<file path="config.mk">
export PLATFORM = sky130hd
export DESIGN_NAME = washer_input_cond
export DESIGN_NICKNAME = d
export VERILOG_FILES = /design/src/rtl/washer_pkg.sv /design/src/rtl/debounce_chan.sv /design/src/rtl/washer_input_cond.sv
export SDC_FILE = /design/constraint.sdc
export NUM_CORES = 1
export LEC_CHECK = 0
export CORE_MARGIN = 10
export CORE_UTILIZATION = 25
export CTS_BUF_LIST = sky130_fd_sc_hd__clkbuf_4 sky130_fd_sc_hd__clkbuf_8
export CTS_CLUSTER_SIZE = 25
export DETAILED_ROUTE_END_ITERATION = 8
export PLACE_DENSITY = 0.4
export SLEW_MARGIN = 20
export SYNTH_ARGS = -nofsm -noshare
export SYNTH_HDL_FRONTEND = slang
export SYNTH_SLANG_ARGS = --single-unit
export TNS_END_PERCENT = 5
</file>
<file path="constraint.sdc">
create_clock -name clk -period 1.8 [get_ports clk]
set_clock_uncertainty 0.2 [all_clocks]
set_input_delay 0.36 -clock clk [delete_from_list [all_inputs] [get_ports clk]]
set_output_delay 0.36 -clock clk [all_outputs]
set_load 0.01 [all_outputs]
</file>
<file path="src/rtl/washer_pkg.sv">
// Shared definitions for the washer input conditioning slice: pin indices,
// channel count and per-channel reset levels.
package washer_pkg;

  // Number of conditioned pin inputs
  localparam int NUM_IN = 6;

  // Bit positions of each pin within raw_in
  localparam int IDX_START   = 0;
  localparam int IDX_DOOR    = 1;
  localparam int IDX_FULL    = 2;
  localparam int IDX_DRAINED = 3;
  localparam int IDX_DRY     = 4;
  localparam int IDX_CANCEL  = 5;

  // Reset level of every channel. The door reads open out of reset so the
  // controller cannot start a cycle before a closed door has been seen.
  localparam logic [NUM_IN-1:0] DB_RESET_VAL = 6'b000010;

  // Rising-edge detector on a debounced level and its one-cycle-delayed copy
  function automatic logic rise(input logic cur, input logic prev);
    return cur & ~prev;
  endfunction

endpackage : washer_pkg

</file>
<file path="src/rtl/debounce_chan.sv">
// One conditioning channel: two-flop synchroniser followed by a counter-based
// debouncer. A new level is accepted only after it has been seen on the
// synchronised input for DB_CYCLES consecutive cycles; any reversion before
// that restarts the count from zero.
module debounce_chan #(
  parameter int   DB_CYCLES = 16,
  parameter logic RST_VAL   = 1'b0
) (
  input  logic clk,
  input  logic rst_n,
  input  logic raw,
  output logic db
);

  // Counter only ever needs to reach DB_CYCLES-1
  localparam int CNT_W = (DB_CYCLES > 1) ? $clog2(DB_CYCLES) : 1;
  localparam logic [CNT_W-1:0] CNT_LAST = CNT_W'(DB_CYCLES - 1);
  localparam logic [CNT_W-1:0] CNT_ONE  = CNT_W'(1);

  logic             meta_q, meta_d;
  logic             sync_q, sync_d;
  logic             db_q,   db_d;
  logic [CNT_W-1:0] cnt_q,  cnt_d;

  // Next-state logic: shift the synchroniser, run the stability counter and
  // accept the synchronised level once the counter has reached its last value
  always_comb begin
    meta_d = raw;
    sync_d = meta_q;
    db_d   = db_q;
    cnt_d  = cnt_q;
    if (sync_q == db_q) begin
      cnt_d = '0;
    end else if (cnt_q != CNT_LAST) begin
      cnt_d = cnt_q + CNT_ONE;
    end else begin
      db_d  = sync_q;
      cnt_d = '0;
    end
  end

  // State registers; synchroniser and debounced level reset to the channel's
  // reset level so no spurious change is seen right after reset
  always_ff @(posedge clk or negedge rst_n) begin
    if (!rst_n) begin
      meta_q <= RST_VAL;
      sync_q <= RST_VAL;
      db_q   <= RST_VAL;
      cnt_q  <= '0;
    end else begin
      meta_q <= meta_d;
      sync_q <= sync_d;
      db_q   <= db_d;
      cnt_q  <= cnt_d;
    end
  end

  assign db = db_q;

endmodule : debounce_chan

</file>
<file path="src/rtl/washer_input_cond.sv">
// Washer input conditioning stage. Synchronises and debounces the six pin
// inputs and derives single-cycle start/cancel pulses for the controller.
//
// Output semantics: the six level outputs are plain registered levels that
// the controller may sample on any clock. start_pulse and cancel_pulse are
// strobes, high for exactly one clock in the cycle after the corresponding
// debounced level rises; there is no ready/acknowledge and a strobe not
// consumed on that cycle is lost. start_pulse is suppressed while the door
// reads open, and a suppressed press is never replayed: start must be
// released and pressed again.
module washer_input_cond
  import washer_pkg::*;
#(
  parameter int DB_CYCLES = 16
) (
  input  logic              clk,
  input  logic              rst_n,
  input  logic [NUM_IN-1:0] raw_in,
  output logic              start_lvl,
  output logic              door_open,
  output logic              water_full,
  output logic              drained,
  output logic              dry_sensor,
  output logic              cancel_lvl,
  output logic              start_pulse,
  output logic              cancel_pulse
);

  logic [NUM_IN-1:0] db_vec;

  // One independent debounce channel per pin; no cross-channel priority
  for (genvar i = 0; i < NUM_IN; i++) begin : g_chan
    debounce_chan #(
      .DB_CYCLES (DB_CYCLES),
      .RST_VAL   (DB_RESET_VAL[i])
    ) u_chan (
      .clk   (clk),
      .rst_n (rst_n),
      .raw   (raw_in[i]),
      .db    (db_vec[i])
    );
  end

  logic start_prev_q,  start_prev_d;
  logic cancel_prev_q, cancel_prev_d;

  // Delayed copies of the debounced start/cancel levels for edge detection
  always_comb begin
    start_prev_d  = db_vec[IDX_START];
    cancel_prev_d = db_vec[IDX_CANCEL];
  end

  // Edge-detect flops; cleared on reset so a level already high when reset
  // releases still produces one pulse once it has been debounced
  always_ff @(posedge clk or negedge rst_n) begin
    if (!rst_n) begin
      start_prev_q  <= 1'b0;
      cancel_prev_q <= 1'b0;
    end else begin
      start_prev_q  <= start_prev_d;
      cancel_prev_q <= cancel_prev_d;
    end
  end

  assign start_lvl  = db_vec[IDX_START];
  assign door_open  = db_vec[IDX_DOOR];
  assign water_full = db_vec[IDX_FULL];
  assign drained    = db_vec[IDX_DRAINED];
  assign dry_sensor = db_vec[IDX_DRY];
  assign cancel_lvl = db_vec[IDX_CANCEL];

  // Start is gated by the door in the same cycle as the rising edge only;
  // since the edge lasts one cycle, a press with the door open is dropped
  assign start_pulse  = rise(db_vec[IDX_START], start_prev_q) & ~db_vec[IDX_DOOR];
  assign cancel_pulse = rise(db_vec[IDX_CANCEL], cancel_prev_q);

endmodule : washer_input_cond
</file>
Figure 1. Clock wires, drivers and flops.
Drawn at 3 px/um.
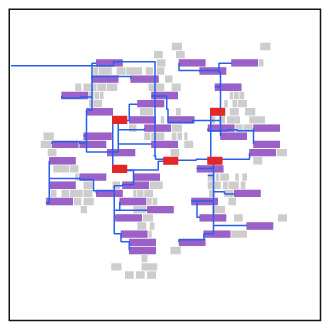
Key: clock-net drivers = red [count 5]; flip-flops = purple [count 44]; clock wires = blue [length 569 um]
There are 6 routed clock nets.

Figure 2. Placed standard cells.
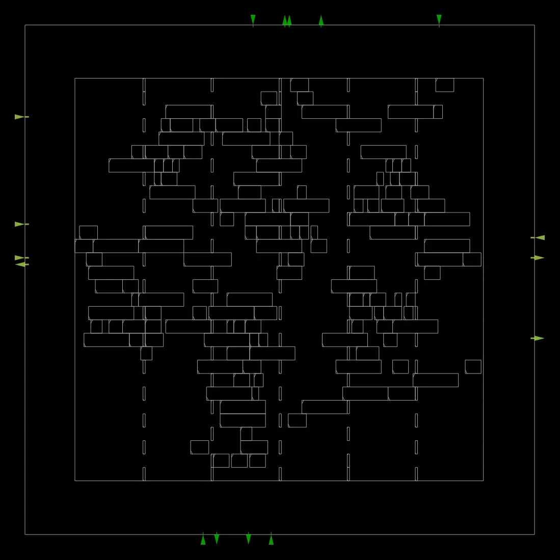
sequential cell area share: 52.7%
core occupancy in the finished layout: 31.1%
final-layout fill cell count: 675
final std cells w/o fill: 230

==> summary.txt <==
The full implementation flow was run.

The run finished with clean final reports. The worst register-to-register path ends at g_chan[5].u_chan.db. In the power breakdown, the internal column shows 1.38 mW. The clock-pin slew on the worst setup and hold paths stands at 0.08 ns. The clock buffer count from CTS stands at 5. The floorplan step defined a die boundary enclosing 0.0107 sq mm. The final critical delay including setup and external delays stands at 1.71 ns. The initial antenna violation count stands at 0. The library cells used most frequently in the layout, excluding fill and tap cells, are sky130_fd_sc_hd__dfrtp_1, sky130_fd_sc_hd__xnor2_1, sky130_fd_sc_hd__a21oi_1.

The fraction of synthesized cell area in xor and xnor cells stands at 6.06%. Derived from the worst setup path, the maximum achievable clock frequency is 0.584 GHz. In this run, post-CTS repair resized a total of 8 instances. By instance count after routing, the leading logic cell type is sky130_fd_sc_hd__dfrtp_1.

The worst setup path is captured at an output pin. The area taken by multi-input logic gates stands at 611 sq um. Per the final layout report, the fraction of cells sized above drive strength 1 comes to 21.3%. Including well taps, the total number of placed cells is 220. The area growth from synthesis to layout stands at 21.0%. Of the total power, the clock network draws 33.7%. In this run the top signal layer used is met4.

Once the floorplan was initialized, standard cells occupied 25.7% of the core. The global routing report lists met3 layer usage as 2.66%. The critical path is of the reg -> out type. The synthesized area stands at 0.00173 sq mm.

The final antenna diode tally reported by the flow is 0. The y dimension of the die stands at 103 um. The number of signal-net inverters in the final layout stands at 5. The number of flops mapped to enable cells by yosys stands at 0. After the first detailed-routing iteration, the DRC count stood at 29. Among cell families on the critical path, the largest total delay comes from flip-flops. Non-clock buffers in the final layout number 20. In this run, the synthesized area fraction spent on AND-OR/OR-AND gates is recorded as 5.63%.

The H-tree was split into 2 levels. The DRC violation total left in the routed layout is recorded as 0. The worst setup path is launched from a register.

For this design the top-level I/O count stands at 16. In the routed layout, each cell is associated on average with a via count of 4.30. TritonRoute output was used to compute an average wire per cell of 12.1 um. CTS placed an instance of sky130_fd_sc_hd__clkbuf_8 at the clock tree root. The tap cell count stands at 80.

The worst VDD IR drop from the latest analysis is 0.000322 V. Looking at the global route congestion table, the highest-usage layer is met2. Entering global routing, the biggest net connects 23 pins.

Once synthesis finished, the tally of register bits stood at 44. The wire length reported by the detailed router stands at 2780 um. Final hold analysis gives a worst-case slack of 0.152 ns.

Non-clock buffers make up 8.35% of the layout cell area. Per the area breakdown, the dominant cell category is flip-flops and latches. For the worst reg-to-reg path, the startpoint reported by OpenROAD is g_chan[5].u_chan.cnt_q[0]. For this run the detailed placement stage logged an HPWL of 1990 um. Routing resource usage on met1 recorded by global route was 6.55%.

The count of antenna-violating nets left after detailed routing stands at 0. The total negative setup slack stands at 0 ns. STA on the placed design reports a worst setup slack of 0.111 ns. The instance count on the critical path stands at 2.

The net load switching power stands at 0.420 mW. The overall via count from detail_route stands at 988. The biggest fanout along the worst timing path stands at 3. The tool warning count stands at 26. TritonCTS built the clock tree. The post-synthesis net count stands at 136.
Figure 3. Sequential cells grouped by signal name.
Drawn at 3 px/um. Other sequential cells in the stronger grey, the rest of the logic in the fainter grey.
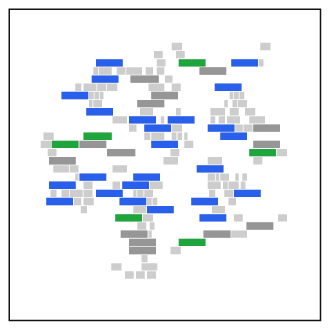
Key: g_chan.u_chan.meta_q = green [flops 6]; g_chan.u_chan.cnt_q = blue [flops 24]
Another 14 sequential cells are not coloured.
register cell area after layout: 0.00110 sq mm
sequential cell power: 1.08 mW

Figure 4. Placement by cell class.
Drawn at 3 px/um.
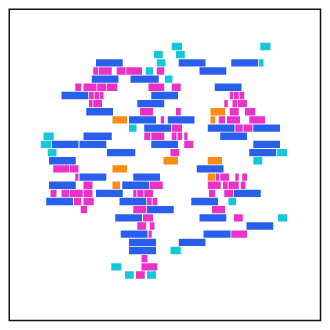
Key: remaining buffers and delay cells = cyan [cells 20]; clock drivers and dummy loads = orange [cells 8]; registers = blue [cells 44]; remaining logic cells = magenta [cells 78]
area of the core region: 0.00676 sq mm
Rows: 30
area of all placed cells without fillers: 0.00210 sq mm

Power and IR drop assume default switching activity.
